`src/rtl/sd_to_binary_serial.sv`:
```
// sd_to_binary_serial: bit-serial signed-digit to two's-complement converter with valid/ready handshakes
module sd_to_binary_serial #(
  parameter int N  = 8,
  parameter int CW = 4
) (
  input  logic         clk,
  input  logic         rst_n,
  input  logic         in_valid,
  output logic         in_ready,
  input  logic [N-1:0] in_pos,
  input  logic [N-1:0] in_neg,
  output logic         out_valid,
  input  logic         out_ready,
  output logic [N:0]   out_data,
  output logic         out_err
);
  typedef enum logic [1:0] {IDLE, CONV, DONE} state_t;
  state_t        state_q, state_d;
  logic [N-1:0]  p_q, p_d, q_q, q_d, acc_q, acc_d, acc_n;
  logic [CW-1:0] cnt_q, cnt_d;
  logic          b_q, b_d, err_q, err_d, oerr_q, oerr_d, r, bn;
  logic [N:0]    data_q, data_d;
  // One serial subtract step: P minus Q with a rippling borrow, LSB first
  always_comb begin
    r     = p_q[0] ^ q_q[0] ^ b_q;
    bn    = (~p_q[0] & q_q[0]) | (~(p_q[0] ^ q_q[0]) & b_q);
    acc_n = {r, acc_q[N-1:1]};
  end
  // Next-state logic for the handshake FSM and the conversion datapath
  always_comb begin
    state_d = state_q;
    p_d     = p_q;
    q_d     = q_q;
    acc_d   = acc_q;
    cnt_d   = cnt_q;
    b_d     = b_q;
    err_d   = err_q;
    oerr_d  = oerr_q;
    data_d  = data_q;
    case (state_q)
      IDLE: if (in_valid) begin
        p_d     = in_pos & ~in_neg;
        q_d     = in_neg & ~in_pos;
        err_d   = |(in_pos & in_neg);
        b_d     = 1'b0;
        cnt_d   = '0;
        acc_d   = '0;
        state_d = CONV;
      end
      CONV: begin
        p_d   = p_q >> 1;
        q_d   = q_q >> 1;
        b_d   = bn;
        acc_d = acc_n;
        cnt_d = cnt_q + CW'(1);
        if (cnt_q == CW'(N - 1)) begin
          data_d  = {bn, acc_n};
          oerr_d  = err_q;
          state_d = DONE;
        end
      end
      DONE: if (out_ready) state_d = IDLE;
      default: state_d = IDLE;
    endcase
  end
  // State and output registers; reset aborts any word in flight
  always_ff @(posedge clk or negedge rst_n) begin
    if (!rst_n) begin
      state_q <= IDLE;
      p_q     <= '0;
      q_q     <= '0;
      acc_q   <= '0;
      cnt_q   <= '0;
      b_q     <= 1'b0;
      err_q   <= 1'b0;
      oerr_q  <= 1'b0;
      data_q  <= '0;
    end else begin
      state_q <= state_d;
      p_q     <= p_d;
      q_q     <= q_d;
      acc_q   <= acc_d;
      cnt_q   <= cnt_d;
      b_q     <= b_d;
      err_q   <= err_d;
      oerr_q  <= oerr_d;
      data_q  <= data_d;
    end
  end
  assign in_ready  = (state_q == IDLE);
  assign out_valid = (state_q == DONE);
  assign out_data  = data_q;
  assign out_err   = oerr_q;
endmodule
```
`config.mk`:
```
export PLATFORM = sky130hd
export DESIGN_NAME = sd_to_binary_serial
export DESIGN_NICKNAME = d
export VERILOG_FILES = /design/src/rtl/sd_to_binary_serial.sv
export SDC_FILE = /design/constraint.sdc
export NUM_CORES = 1
export LEC_CHECK = 0
export ABC_AREA = 1
export CAP_MARGIN = 25
export CORE_UTILIZATION = 35
export DETAILED_ROUTE_END_ITERATION = 10
export HOLD_SLACK_MARGIN = 0.02
export PLACE_DENSITY_LB_ADDON = 0.1
export SLEW_MARGIN = 25
export SYNTH_ARGS = -nofsm -noshare
export SYNTH_HDL_FRONTEND = slang
export SYNTH_SLANG_ARGS = --single-unit
export TNS_END_PERCENT = 30
```
`constraint.sdc`:
```
create_clock -name clk -period 3.7 [get_ports clk]
set_input_delay 0.555 -clock clk [delete_from_list [all_inputs] [get_ports clk]]
set_output_delay 0.555 -clock clk [all_outputs]
set_load 0.005 [all_outputs]
```
==> CHANGELOG.md <==
## Implementation

* Max_slew headroom at 65.83%
* Initial antenna violation count at 0
* Drt wl/cell at 11.01 µm
* Max H-tree Level at 2
* Clk slew on worst S/H paths at 0.08 ns
* Number of clock buffers in the layout at 5
* Number of flops mapped to enable cells by yosys at 0
* Worst Hold Class: in2async
* FF-to-FF path depth at 6
* Initial drt markers at 101
* Critical Path AT at 1.39 ns
* Area leader, netlist: dfrtp_1
* Slew @ Worst Pin at 0.5126 ns
* Share of post-route cells with drive strength above 1 at 11.48%
* Clk_skew at 0.005947 ns
* Detailed-route DRC error count at 0
* Gate Area at 684.4 µm²
* Logic share of the area at 29.27%
* Syn Inst Count at 211
* Post-Layout Cell Count at 314
* Multi-input logic cell count at 140
* RSZ-0062 raised after global routing: no
* CP Max Fanout at 5
* Layout clock area frac at 5.725%
* Endpoints failing setup at 0
* Diodes inserted at 0
* CTS tree: done
* Tcrit/Tclk final at 52.69%
* R2r endpoint: out_data[0]
* Critical Path Source Type: flop
* P_leak at 1.109 nW
* Setup_tns at 0 ns
* Combinational share of power at 33.6%
* Pwr dens at 730.5 nW/µm²
* Total die size at 5612 µm²
* Routed Antenna Nets at 0
* Largest type area fraction at 55.14%
* Syn_nets at 233
* Reg2reg setup slack at 2.09 ns
* R2r startpoint: state_q[1]
* Tool warnings at 26
* Ys async rst share at 100.0%
* Num CTS Buffers at 5
* Yosys cell count at 211
* PnR worst setup slack at 1.751 ns
* Critical Path Sink Type: primary output
* Crit path kind: reg2out
* Maximum VDD drop at 0.0003031 V
* Synth Seq Share at 55.14%
* Adder-cell share of the synthesized area at 1.748%
* Buffering overhead at 13.48%
* Syn avg cell area at 8.818 µm²
* DR vias/cell at 4.503
* Port Buffers at 31
* Aoi share at 9.684%
* Pint at 1.144 mW
* Die height at 74.91 µm
* Routability congestion estimate from global placement at 0.6894
* Chip width at 74.91 µm
* Critical-path top delay cell: clkdlybuf4s50_1
* CTS Buffer Depth at 2
* Non-CTS inverters at 23
* Synth Cell Area at 1861 µm²
* Crit-path max cell delay at 0.51 ns
* Status: finished, final reports clean
* Synth warn at 0
* Sequential share of cell area at 43.87%
* Final Core Density at 45.79%
* Vias in the first global route at 1224
* Global-route wire length before repair at 5.768 mm
cell usage in the layout, fill, tap and decap left out, drive strengths merged:
cell           instances
a22o                   1
buf                    2
bufinv                 2
clkbuf                 5
clkdlybuf4s50         30
clkinv                 1
dfrtp                 41
fa                     1
ha                     1
inv                   23
nand2                 74
nand3                 23
nor2                  14
o21ai                 16
o22ai                  8
o31ai                  1
or2                    1
state kept, by name, indices dropped and copies added, names as in the netlist:
signal	flops
b_q	1
p_q	8
cnt_q	4
err_q	1
out_err	1
state_q	2
acc_q	7
q_q	8
out_data	9
layer usage:
metal  wire length [µm]  GRT usage (%)  share of wire, %  vias to the layer above
met3                130          3.213               3.8                        5
met4                 57          6.289               1.6                        0
met1               1815          20.44                53                      648
li1                   -              -                 -                      735
met2               1452          20.22                42                       26
met5                  0              0                 0                        -
worst max-delay path by stage:
stage | start | to | slack, ns | depth (start not counted)
2_1_floorplan | cnt_q[0] | out_data[8] | 2.52 | 7
6_report | state_q[0] | in_ready | 1.75 | 2
3_5_place_dp | in_valid | acc_q[4] | 1.89 | 5
5_1_grt | state_q[0] | in_ready | 1.69 | 2
3_3_place_gp | in_valid | acc_q[6] | 1.92 | 5
4_1_cts | state_q[0] | in_ready | 1.73 | 2
power by group through the flow:
| stage | combinational (mW) | clock [mW] | sequential (mW) |
|---|---|---|---|
| 2_1_floorplan | 0.398 | 0 | 0.707 |
| 3_3_place_gp | 0.579 | 0 | 0.714 |
| 3_5_place_dp | 0.584 | 0 | 0.717 |
| 4_1_cts | 0.587 | 0.440 | 0.710 |
| 5_1_grt | 0.658 | 0.457 | 0.731 |
| 6_report | 0.573 | 0.425 | 0.710 |
==> images/layer_met1.png <==
Scale bar: 20 µm.
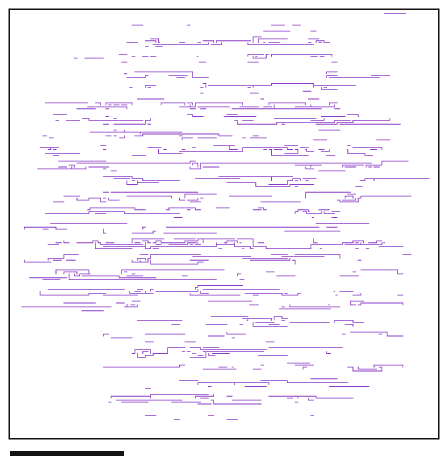
The wires run mostly horizontal. 224 nets have wire on it. The layer carries 1820 µm of wire. The longest straight run is 29.9 µm. The layer holds 53% of the routed length.
M1 GR Usage: 20.44%
aggregate routed wire length: 3.456 mm
via count: 1414

==> images/layer_met2.png <==
Scale bar: 20 µm.
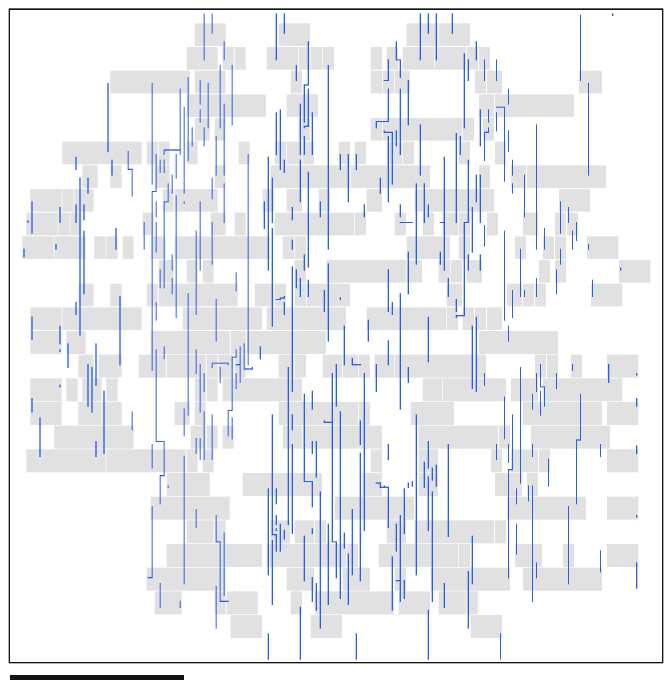
The layer holds 42% of the routed length. The layer carries 1450 µm of wire.
routing usage on met2: 20.22%

==> images/layer_met3.png <==
Scale bar: 20 µm.
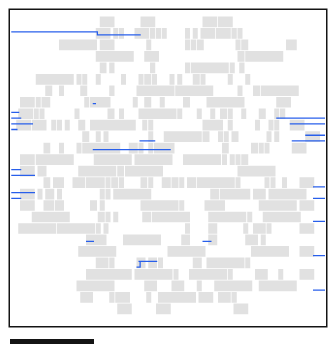
The longest straight run is 20.2 µm. 21 nets have wire on it. The wires run mostly horizontal.
met3 usage: 3.213%

==> images/cell_density.png <==
7 x 7 tiles, from white (low) to dark blue (high), 0 to 100% covered.
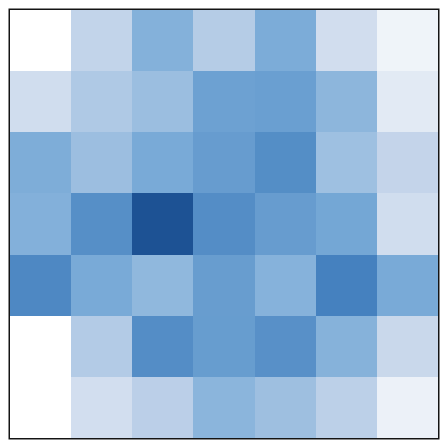
The fullest tile reaches 86%. The emptiest ninth of the die: south-west. The mean over all tiles is 40%. The densest ninth of the die: center.

No activity file was given, so power comes from the tool's default toggle rates.
